<file path="config.mk">
export PLATFORM = sky130hd
export DESIGN_NAME = instr_fetch_flat
export DESIGN_NICKNAME = d
export VERILOG_FILES = /design/src/rtl/instr_fetch_pkg.sv /design/src/rtl/instr_fetch_if.sv /design/src/rtl/instr_fetch_ifid_latch.sv /design/src/rtl/instr_fetch.sv /design/src/flat_wrapper.sv
export SDC_FILE = /design/constraint.sdc
export NUM_CORES = 1
export LEC_CHECK = 0
export ABC_CLOCK_PERIOD_IN_PS = 3300
export CAP_MARGIN = 30
export CORE_ASPECT_RATIO = 0.75
export CORE_MARGIN = 1.5
export CORE_UTILIZATION = 50
export DETAILED_ROUTE_END_ITERATION = 12
export PLACE_DENSITY_LB_ADDON = 0.15
export SLEW_MARGIN = 20
export SYNTH_ARGS = -nofsm -noshare
export SYNTH_HDL_FRONTEND = slang
export SYNTH_SLANG_ARGS = --single-unit
</file>
<file path="constraint.sdc">
create_clock -name clk -period 3.3 [get_ports clk]
set_input_delay 0.66 -clock clk [delete_from_list [all_inputs] [get_ports clk]]
set_output_delay 0.66 -clock clk [all_outputs]
set_load 0.02 [all_outputs]
</file>
<file path="src/rtl/instr_fetch_pkg.sv">
// Shared definitions for the instruction-fetch stage: FSM encodings,
// parameter defaults and a small handshake helper.
package instr_fetch_pkg;

  typedef enum logic [1:0] {
    ST_REQ   = 2'd0,
    ST_HOLD  = 2'd1,
    ST_DRAIN = 2'd2
  } fetch_state_t;

  localparam int unsigned DEF_WIDTH    = 32;
  localparam logic [31:0] DEF_RESET_PC = 32'h0000_0000;
  localparam int unsigned DEF_PC_INC   = 4;

  // The IF/ID slot can take a new word if it is empty or being drained now.
  function automatic logic slot_is_free(input logic valid, input logic ready);
    return !valid || ready;
  endfunction

endpackage

</file>
<file path="src/rtl/instr_fetch_if.sv">
// Instruction-memory request/ack bus and IF/ID valid/ready bus of the fetch stage.
interface instr_fetch_if #(
  parameter int unsigned WIDTH = 32
);
  logic             imem_req;
  logic [WIDTH-1:0] imem_addr;
  logic             imem_ack;
  logic [WIDTH-1:0] imem_rdata;
  logic             ifid_valid;
  logic             ifid_ready;
  logic [WIDTH-1:0] ifid_instr;
  logic [WIDTH-1:0] ifid_npc;

  modport master (
    output imem_req, imem_addr,
    input  imem_ack, imem_rdata,
    output ifid_valid, ifid_instr, ifid_npc,
    input  ifid_ready
  );

  modport slave (
    input  imem_req, imem_addr,
    output imem_ack, imem_rdata,
    input  ifid_valid, ifid_instr, ifid_npc,
    output ifid_ready
  );
endinterface

</file>
<file path="src/rtl/instr_fetch_ifid_latch.sv">
// IF/ID pipeline latch: instruction word plus its PC+increment, with a valid
// flag that is loaded, held under backpressure, consumed or cleared.
module ifid_latch #(
  parameter int unsigned WIDTH = 32
) (
  input  logic             clk,
  input  logic             rst_n,
  input  logic             load,
  input  logic             clear,
  input  logic             ready,
  input  logic [WIDTH-1:0] load_instr,
  input  logic [WIDTH-1:0] load_npc,
  output logic             valid,
  output logic [WIDTH-1:0] instr,
  output logic [WIDTH-1:0] npc
);
  logic             valid_reg;
  logic [WIDTH-1:0] instr_reg;
  logic [WIDTH-1:0] npc_reg;

  // Clear wins over load; the payload is left in place when invalidated.
  always_ff @(posedge clk) begin
    if (!rst_n) begin
      valid_reg <= 1'b0;
      instr_reg <= '0;
      npc_reg   <= '0;
    end else if (clear) begin
      valid_reg <= 1'b0;
    end else if (load) begin
      valid_reg <= 1'b1;
      instr_reg <= load_instr;
      npc_reg   <= load_npc;
    end else if (ready) begin
      valid_reg <= 1'b0;
    end
  end

  assign valid = valid_reg;
  assign instr = instr_reg;
  assign npc   = npc_reg;
endmodule

</file>
<file path="src/rtl/instr_fetch.sv">
// Instruction-fetch stage: PC register, imem request sequencing and the
// REQ/HOLD/DRAIN control FSM feeding the IF/ID latch.
module instr_fetch
  import instr_fetch_pkg::*;
#(
  parameter int unsigned      WIDTH    = DEF_WIDTH,
  parameter logic [WIDTH-1:0] RESET_PC = WIDTH'(DEF_RESET_PC),
  parameter int unsigned      PC_INC   = DEF_PC_INC
) (
  input  logic             clk,
  input  logic             rst_n,
  input  logic [WIDTH-1:0] pc_next,
  output logic [WIDTH-1:0] npc,
  input  logic             flush,
  instr_fetch_if.master    bus
);
  fetch_state_t     state_reg, state_next;
  logic [WIDTH-1:0] pc_reg;
  logic [WIDTH-1:0] addr_reg;
  logic [WIDTH-1:0] hold_instr_reg;
  logic [WIDTH-1:0] hold_npc_reg;

  logic             slot_free;
  logic             latch_load;
  logic [WIDTH-1:0] latch_instr;
  logic [WIDTH-1:0] latch_npc;
  logic             hold_capture;
  logic             pc_load;
  logic             addr_load;
  logic [WIDTH-1:0] addr_val;

  assign npc           = pc_reg + WIDTH'(PC_INC);
  assign bus.imem_addr = addr_reg;
  assign slot_free     = slot_is_free(bus.ifid_valid, bus.ifid_ready);

  always_ff @(posedge clk) begin
    if (!rst_n) state_reg <= ST_REQ;
    else        state_reg <= state_next;
  end

  always_comb begin
    state_next = state_reg;
    case (state_reg)
      ST_REQ: begin
        if (flush && !bus.imem_ack)
          state_next = ST_DRAIN;
        else if (bus.imem_ack && !flush && !slot_free)
          state_next = ST_HOLD;
      end
      ST_HOLD:  if (flush || bus.ifid_ready) state_next = ST_REQ;
      ST_DRAIN: if (bus.imem_ack) state_next = ST_REQ;
      default:  state_next = ST_REQ;
    endcase
  end

  // In REQ and DRAIN, pc and imem_addr only diverge while a stale request drains.
  always_comb begin
    bus.imem_req = (state_reg != ST_HOLD);
    latch_load   = 1'b0;
    latch_instr  = hold_instr_reg;
    latch_npc    = hold_npc_reg;
    hold_capture = 1'b0;
    pc_load      = flush;
    addr_load    = 1'b0;
    addr_val     = pc_next;
    case (state_reg)
      ST_REQ: begin
        if (bus.imem_ack) begin
          pc_load   = 1'b1;
          addr_load = 1'b1;
          if (!flush) begin
            if (slot_free) begin
              latch_load  = 1'b1;
              latch_instr = bus.imem_rdata;
              latch_npc   = npc;
            end else begin
              hold_capture = 1'b1;
            end
          end
        end
      end
      ST_HOLD: begin
        if (flush)               addr_load  = 1'b1;
        else if (bus.ifid_ready) latch_load = 1'b1;
      end
      ST_DRAIN: begin
        if (bus.imem_ack) begin
          addr_load = 1'b1;
          addr_val  = flush ? pc_next : pc_reg;
        end
      end
      default: ;
    endcase
  end

  always_ff @(posedge clk) begin
    if (!rst_n) begin
      pc_reg         <= RESET_PC;
      addr_reg       <= RESET_PC;
      hold_instr_reg <= '0;
      hold_npc_reg   <= '0;
    end else begin
      if (pc_load)   pc_reg   <= pc_next;
      if (addr_load) addr_reg <= addr_val;
      if (flush) begin
        hold_instr_reg <= '0;
        hold_npc_reg   <= '0;
      end else if (hold_capture) begin
        hold_instr_reg <= bus.imem_rdata;
        hold_npc_reg   <= npc;
      end
    end
  end

  ifid_latch #(.WIDTH(WIDTH)) u_ifid (
    .clk        (clk),
    .rst_n      (rst_n),
    .load       (latch_load),
    .clear      (flush),
    .ready      (bus.ifid_ready),
    .load_instr (latch_instr),
    .load_npc   (latch_npc),
    .valid      (bus.ifid_valid),
    .instr      (bus.ifid_instr),
    .npc        (bus.ifid_npc)
  );
endmodule
</file>
<file path="src/flat_wrapper.sv">
// flat-port wrapper written by rule: the top's interface ports become plain ports
module instr_fetch_flat import instr_fetch_pkg::*;
#(
  parameter int unsigned      WIDTH    = DEF_WIDTH,
  parameter logic [WIDTH-1:0] RESET_PC = WIDTH'(DEF_RESET_PC),
  parameter int unsigned      PC_INC   = DEF_PC_INC
)
  (clk, rst_n, pc_next, npc, flush, bus_imem_req, bus_imem_addr, bus_imem_ack, bus_imem_rdata, bus_ifid_valid, bus_ifid_instr, bus_ifid_npc, bus_ifid_ready);
  instr_fetch_if #(.WIDTH(WIDTH)) bus_i ();
  input  logic clk;
  input  logic rst_n;
  input  logic [WIDTH-1:0] pc_next;
  output logic [WIDTH-1:0] npc;
  input  logic flush;
  output wire logic [$bits(bus_i.imem_req)-1:0] bus_imem_req;
  output wire logic [$bits(bus_i.imem_addr)-1:0] bus_imem_addr;
  input wire logic [$bits(bus_i.imem_ack)-1:0] bus_imem_ack;
  input wire logic [$bits(bus_i.imem_rdata)-1:0] bus_imem_rdata;
  output wire logic [$bits(bus_i.ifid_valid)-1:0] bus_ifid_valid;
  output wire logic [$bits(bus_i.ifid_instr)-1:0] bus_ifid_instr;
  output wire logic [$bits(bus_i.ifid_npc)-1:0] bus_ifid_npc;
  input wire logic [$bits(bus_i.ifid_ready)-1:0] bus_ifid_ready;
  assign bus_imem_req = bus_i.imem_req;
  assign bus_imem_addr = bus_i.imem_addr;
  assign bus_i.imem_ack = bus_imem_ack;
  assign bus_i.imem_rdata = bus_imem_rdata;
  assign bus_ifid_valid = bus_i.ifid_valid;
  assign bus_ifid_instr = bus_i.ifid_instr;
  assign bus_ifid_npc = bus_i.ifid_npc;
  assign bus_i.ifid_ready = bus_ifid_ready;
  instr_fetch #(.WIDTH(WIDTH), .RESET_PC(RESET_PC), .PC_INC(PC_INC)) u_core (.clk(clk), .rst_n(rst_n), .pc_next(pc_next), .npc(npc), .flush(flush), .bus(bus_i));
endmodule
</file>
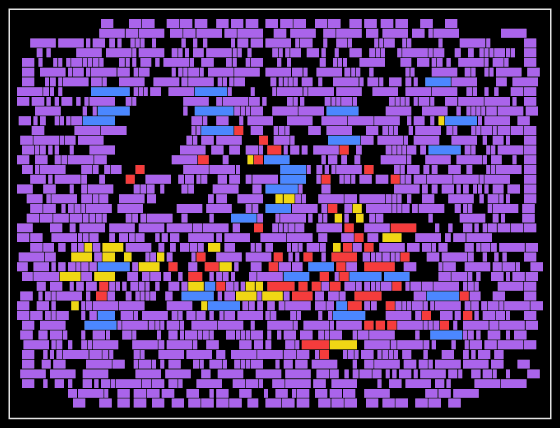
Figure 1: run 1, drive-strength map.
yellow -> drive 2  # cells 28, share 2.3%
blue -> drive 6 and up  # cells 31, share 2.5%
purple -> drive 1 or less  # cells 1105, share 91%
red -> drive 3 to 4  # cells 52, share 4.3%

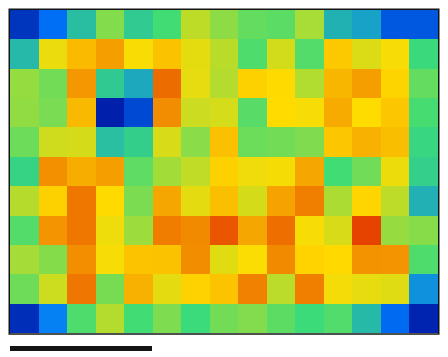
Figure 2: run 1, cell density map.
Scale bar: 50 um. The die is cut into 15 by 11 equal tiles; dark blue is low, red is high, 0 to 100% covered.
tiles over 75% full = 35%
emptiest ninth of the die = upper left
mean over tiles = 64%
fullest tile = 92%

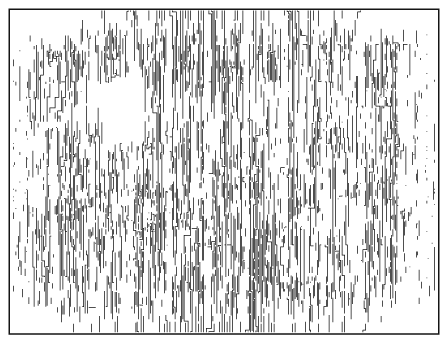
Figure 3: run 1, the metal 2 layer.
longest straight run = 50.7 um
main direction = vertical

==> results.ini, run 1 <==
[outcome]
outcome=complete, no violations

[cells_and_area]
syn2layout_area_growth_pct=38.0
diodes=0
drive_gt1_share_pct=9.13
fillers=1299
final_cells=1426
mostFrequentLayoutCells=nand2_1 (231), dfxtp_1 (194), clkdlybuf4s50_1 (182)
flop_area_um2=3910
final_common_cell=nand2_1

[sta]
fin_crit_ns=3.24
final-setup-viol-count=0
maxSlewViolCount=0
setup_slack_ns=0.0572
skew_ns=0.0125
fmax_mhz=308

[power]
internal_power_mw=3.96
p_comb_share_pct=15.2
clock_power_share_pct=38.0
powerDensity_nw_per_um2=477
power.leakage_nw=4.22
p_sw_mw=1.44

[global_route]
antenna_found_initial=0
grt_pass1_vias=7191
grt_pass1_wl_mm=36.4

[critical_path]
crit_family=simple AND/OR/NAND/NOR gates
worstSetupStartpointType=flip-flop
r2r_slack_ns=1.17
arrival_ns=2.58
cp.required_ns=2.64
worstSetupPathType=reg2out
path_cells=nand2_1, or4_4, or4_4, nand2_1, dlygate4sd2_1
cp_max_fo=7

[clock_tree]
cts.sinks=195
clock_path_buffers=2
root_buffer=clkbuf_16
clk_pin_slew_worst_paths_ns=0.07

[floorplanning]
fp_util_pct=51.2
dieArea_um2=17200
chipWidth_um=151
rows=40
ioPinCount=199

[synth]
top_area_share_pct=47.6
syn_avg_cell_area_um2=8.02
fp_nets=1093
ys_top_cells_by_area=dfxtp_1 (48%), nand2_1 (11%), a21oi_1 (5.7%)
syn_area_um2=8200
numSynthFlops=195
ys_area_um2=8200
synthCells=1023
ys.flop_type=dfxtp_1
synth_cell_types=48
edf_count=0

[route]
viasPerCell=5.50
drc=0
first_iter_violations=637
wl_mm=23.0
drt-pass1-iter-count=5

[placed_design]
dpl_cell_area_um2=10600
dp_cells=1389
place_congestion=0.894
pre_cts_ws_ns=0.142

[min_path]
hp-class=reg2reg

[flow_run]
warnings=28
cap_violations=0

run 1: worst paths after layout:
check | cells after the start | startpoint | end
setup reg to reg | 8 | u_core.pc_reg[6] | u_core.hold_npc_reg[30]
hold reg to reg | 2 | u_core.hold_instr_reg[1] | u_core.hold_instr_reg[1]
hold / removal | 2 | u_core.hold_instr_reg[1] | u_core.hold_instr_reg[1]
setup / recovery | 5 | u_core.pc_reg[14] | npc[22]
run 1: metrics by stage:
step | setup TNS [ns] | power (mW)
floorplan | 0 | 2.98
global placement | 0 | 3.38
detailed placement | 0 | 3.39
CTS | -0.0742 | 5.42
global route | -0.0254 | 5.61
finish | 0 | 5.40
run 1: worst reg2reg max path: stages, from the launching register on:
cell and delay [ns]:
dfxtp_1 0.39, nand3_1 0.15, buf_4 0.23, nor4_1 0.29, buf_4 0.21, nand4_1 0.15
xor2_2 0.21, buf_4 0.16, a221oi_1 0.25
run 1: power by group through the flow:
stage	Combinational, mW	Sequential, mW	Clock [mW]
after global routing	0.881	2.54	2.19
final	0.819	2.53	2.05
after detailed placement	0.814	2.58	0
after CTS	0.815	2.52	2.08
after global placement	0.808	2.57	0
after floorplan	0.331	2.65	0
run 1: area by class of cell:
type	instances	area share, %
Tap cell	210	2.32
Clock inverter	11	1.14
Sequential cell	195	34.5
Timing Repair Buffer	243	21.6
Inverter	26	0.873
Clock buffer	20	3.95
Multi-Input combinational cell	721	35.6
run 1: cell usage after synthesis (all sizes together) (3+ instances only):
master and instances:
nor2 117, nor3 21, clkbuf 69, and3 4, a311oi 37, mux2i 35
buf 12, xnor2 3, nor4 7, o221ai 5, o31ai 5, o21ai 24
and4 5, o22ai 4, a31oi 6, inv 26, or2 5, or4 3
xor2 16, nand3 19, a211oi 35, nand2 233, a22oi 10, dfxtp 195
o211ai 5, a21oi 94, nand4 8, nand2b 4
run 1: cells by family after synthesis:
kind of cell	share of synthesized area [%]
buffers and inverters	5.20
adder cells (fa/ha/maj)	0.153
XOR/XNOR	2.03
flip-flops	47.6
AND/OR/NAND/NOR	22.4
multiplexers	4.27
AND-OR/OR-AND	18.4
run 1: repair_timing:
| item | in CTS | in global routing |
|---|---|---|
| resized | 16 | 17 |
| hold buffers | 0 | 0 |
| buffers inserted | 2 | 3 |
| cloned | 0 | 0 |
| endpoints found under the setup margin | 15 | 15 |
| pin swaps | 1 | 3 |
run 1: per-layer routing:
layer / part of all wire (%) / track usage [%] / wire, um
met5: 0 / 0 / 0
met4: 0.51 / 4.40 / 118
met3: 7.0 / 5.36 / 1610
met2: 46 / 42.7 / 10500
met1: 47 / 38.1 / 10700
Figure 4. The metal 1 layer (run 1).
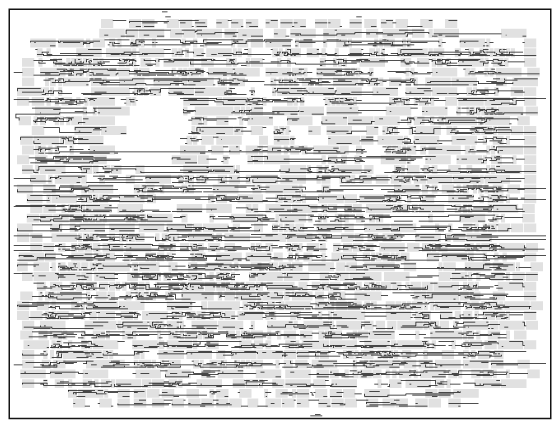

==> run 2: changes to the inputs <==
--- a/config.mk
+++ b/config.mk
@@ -5,6 +5,7 @@
 export SDC_FILE = /design/constraint.sdc
 export NUM_CORES = 1
 export LEC_CHECK = 0
+export ABC_AREA = 1
 export ABC_CLOCK_PERIOD_IN_PS = 3300
 export CAP_MARGIN = 30
 export CORE_ASPECT_RATIO = 0.75
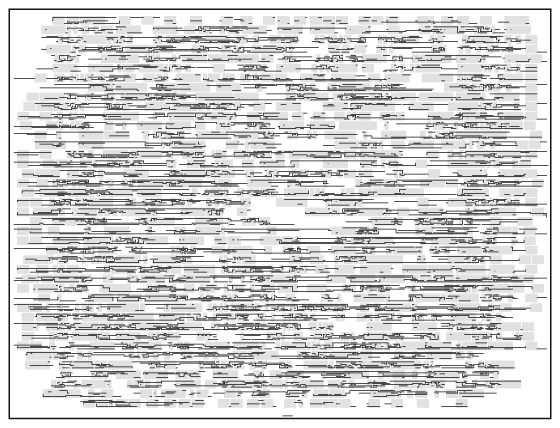
Figure 5: run 2, the metal 1 layer.
share of all routed wire = 50%
longest straight run = 37.3 um

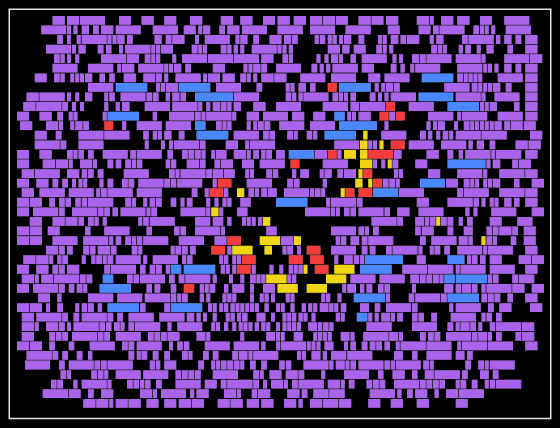
Figure 6: run 2, drive-strength map.
yellow -> drive 2  # cells 26, share 2.0%
blue -> drive 6 and up  # cells 32, share 2.4%
purple -> drive 1 or less  # cells 1232, share 94%
red -> drive 3 to 4  # cells 24, share 1.8%

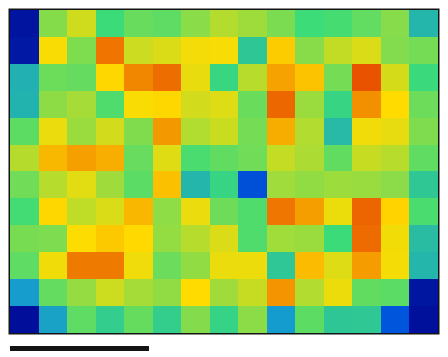
Figure 7: run 2, cell density map.
Scale bar: 50 um. The die is cut into 15 by 12 equal tiles; dark blue is low, red is high, 0 to 100% covered.
tiles over 75% full = 18%
fullest tile = 91%
mean over tiles = 61%

==> run 2 against run 1 <==
Compared with the run above:
- sequential cell count is the same
- first-iteration DRC count up 24%
- combinational power grew 4.5%
- die area up 3.4%
- worst setup slack better by 0.11 ns
- fmax increased by 3.4%
- global-route usage fell by 0.31 points
- register-to-register slack gained 0.16 ns
- largest power group unchanged
- highest routed layer unchanged
==> results.ini, run 2 <==
[outcome]
outcome=complete, no violations  ; unchanged

[synth]
syn_area_um2=8490  ; was 8200 um2
ys_top_cells_by_area=dfxtp_1 (46%), nand2_1 (13%), o21ai_0 (10%)  ; was dfxtp_1 (48%), nand2_1 (11%), a21oi_1 (5.7%)
edf_count=0  ; unchanged
ys_area_um2=8490  ; was 8200 um2
ys_top_cells_by_count=nand2_1 (295), dfxtp_1 (195), o21ai_0 (174), a21oi_1 (156), inv_1 (79)  ; was nand2_1 (233), dfxtp_1 (195), nor2_1 (117), a21oi_1 (94), clkbuf_1 (69)
synthCells=1151  ; was 1023
fp_nets=1221  ; was 1093
synth_cell_types=30  ; was 48
ys.flop_type=dfxtp_1  ; unchanged
top_area_share_pct=46.0  ; was 47.6%
numSynthFlops=195  ; unchanged

[cells_and_area]
mostFrequentLayoutCells=nand2_1 (294), dfxtp_1 (195), clkdlybuf4s50_1 (191)  ; was nand2_1 (231), dfxtp_1 (194), clkdlybuf4s50_1 (182)
diodes=0  ; unchanged

[route]
wl_mm=23.6  ; was 23.0 mm
first_iter_violations=788  ; was 637

[global_route]
grt_pass1_wl_mm=37.3  ; was 36.4 mm

[power]
power.leakage_nw=4.45  ; was 4.22 nW
powerDensity_nw_per_um2=508  ; was 477 nW/um2
power.total_mw=5.68  ; was 5.40 mW

[floorplanning]
dieArea_um2=17800  ; was 17200 um2
rows=41  ; was 40
chipWidth_um=153  ; was 151 um

[sta]
skew_ns=0.0122  ; was 0.0125 ns
fin_tns_setup_ns=0  ; unchanged
fmax_mhz=319  ; was 308 MHz
maxSlewViolCount=0  ; unchanged
final-setup-viol-count=0  ; unchanged
setup_slack_ns=0.165  ; was 0.0572 ns
fin_crit_ns=3.14  ; was 3.24 ns

[flow_run]
warnings=26  ; was 28

[placed_design]
pre_cts_ws_ns=0.534  ; was 0.142 ns
place_congestion=0.858  ; was 0.894

[critical_path]
cp_max_fo=5  ; was 7
arrival_ns=2.48  ; was 2.58 ns
reg2regPathDepth=7  ; was 8
worstSetupPathType=reg2out  ; unchanged
crit_end=npc[10]  ; was npc[22]

[clock_tree]
clk_pin_slew_worst_paths_ns=0.07  ; about the same
root_buffer=clkbuf_16  ; unchanged
post_cts_buffers=0  ; was 2

[min_path]
hp-class=reg2reg  ; unchanged

-- run 2: power breakdown --
part / switching, mW / internal [mW]
combinational: 0.486 / 0.370
clock: 0.943 / 1.31
sequential: 0.101 / 2.47
total: 1.53 / 4.14
-- run 2: kinds of logic after synthesis --
family / Yosys count / share of synthesized area, %
adder cells (fa/ha/maj): 1 / 0.147
AND/OR/NAND/NOR: 368 / 18.0
flip-flops: 195 / 46.0
XOR/XNOR: 14 / 2.06
AND-OR/OR-AND: 406 / 25.4
buffers and inverters: 167 / 8.32
-- run 2: through the flow --
| step | cell area (um2) | util [%] | std cells |
|---|---|---|---|
| 4_1_cts | 11200 | 66.7 | 1529 |
| 5_1_grt | 11200 | 66.8 | 1529 |
| 6_report | 11200 | 66.8 | 1529 |
| 3_3_place_gp | 10500 | 62.8 | 1496 |
| 2_1_floorplan | 8490 | - | 1151 |
| 3_5_place_dp | 10500 | 62.9 | 1497 |
-- run 2: final cells by class --
class | count | area (um2)
multi-input cells | 789 | 3900
fillers | 1473 | 5550
well taps | 215 | 269
inverters | 88 | 330
clock inverters | 12 | 189
clock buffers | 20 | 447
repair buffers | 210 | 2140
flip-flops and latches | 195 | 3900
-- run 2: how the worst min path moves through the flow --
stage | endpoint | startpoint | cells after the start
4_1_cts | u_core.hold_instr_reg[13] | u_core.hold_instr_reg[13] | 2
5_1_grt | u_core.hold_instr_reg[25] | u_core.hold_instr_reg[25] | 2
2_1_floorplan | u_core.hold_instr_reg[0] | u_core.hold_instr_reg[0] | 2
3_3_place_gp | u_core.hold_instr_reg[14] | u_core.hold_instr_reg[14] | 2
3_5_place_dp | u_core.hold_instr_reg[13] | u_core.hold_instr_reg[13] | 2
6_report | u_core.hold_npc_reg[0] | u_core.hold_npc_reg[0] | 2
-- run 2: worst max-delay path: stages (launching register included) --
cell and delay [ns]:
dfxtp_1 0.40, ha_1 0.25, nand2_1 0.08, nor2_2 0.13, nand2_2 0.15, xnor2_1 0.31
clkdlybuf4s50_1 0.71
-- run 2: metal layers --
metal,track usage [%],part of all wire (%),up-vias
met5,0,0,-
met2,39.2,43,282
met1,39.4,50,3734
met4,5.95,0.85,0
li1,-,-,4103
met3,5.76,6.9,12
No activity file was given, so power comes from the tool's default toggle rates.
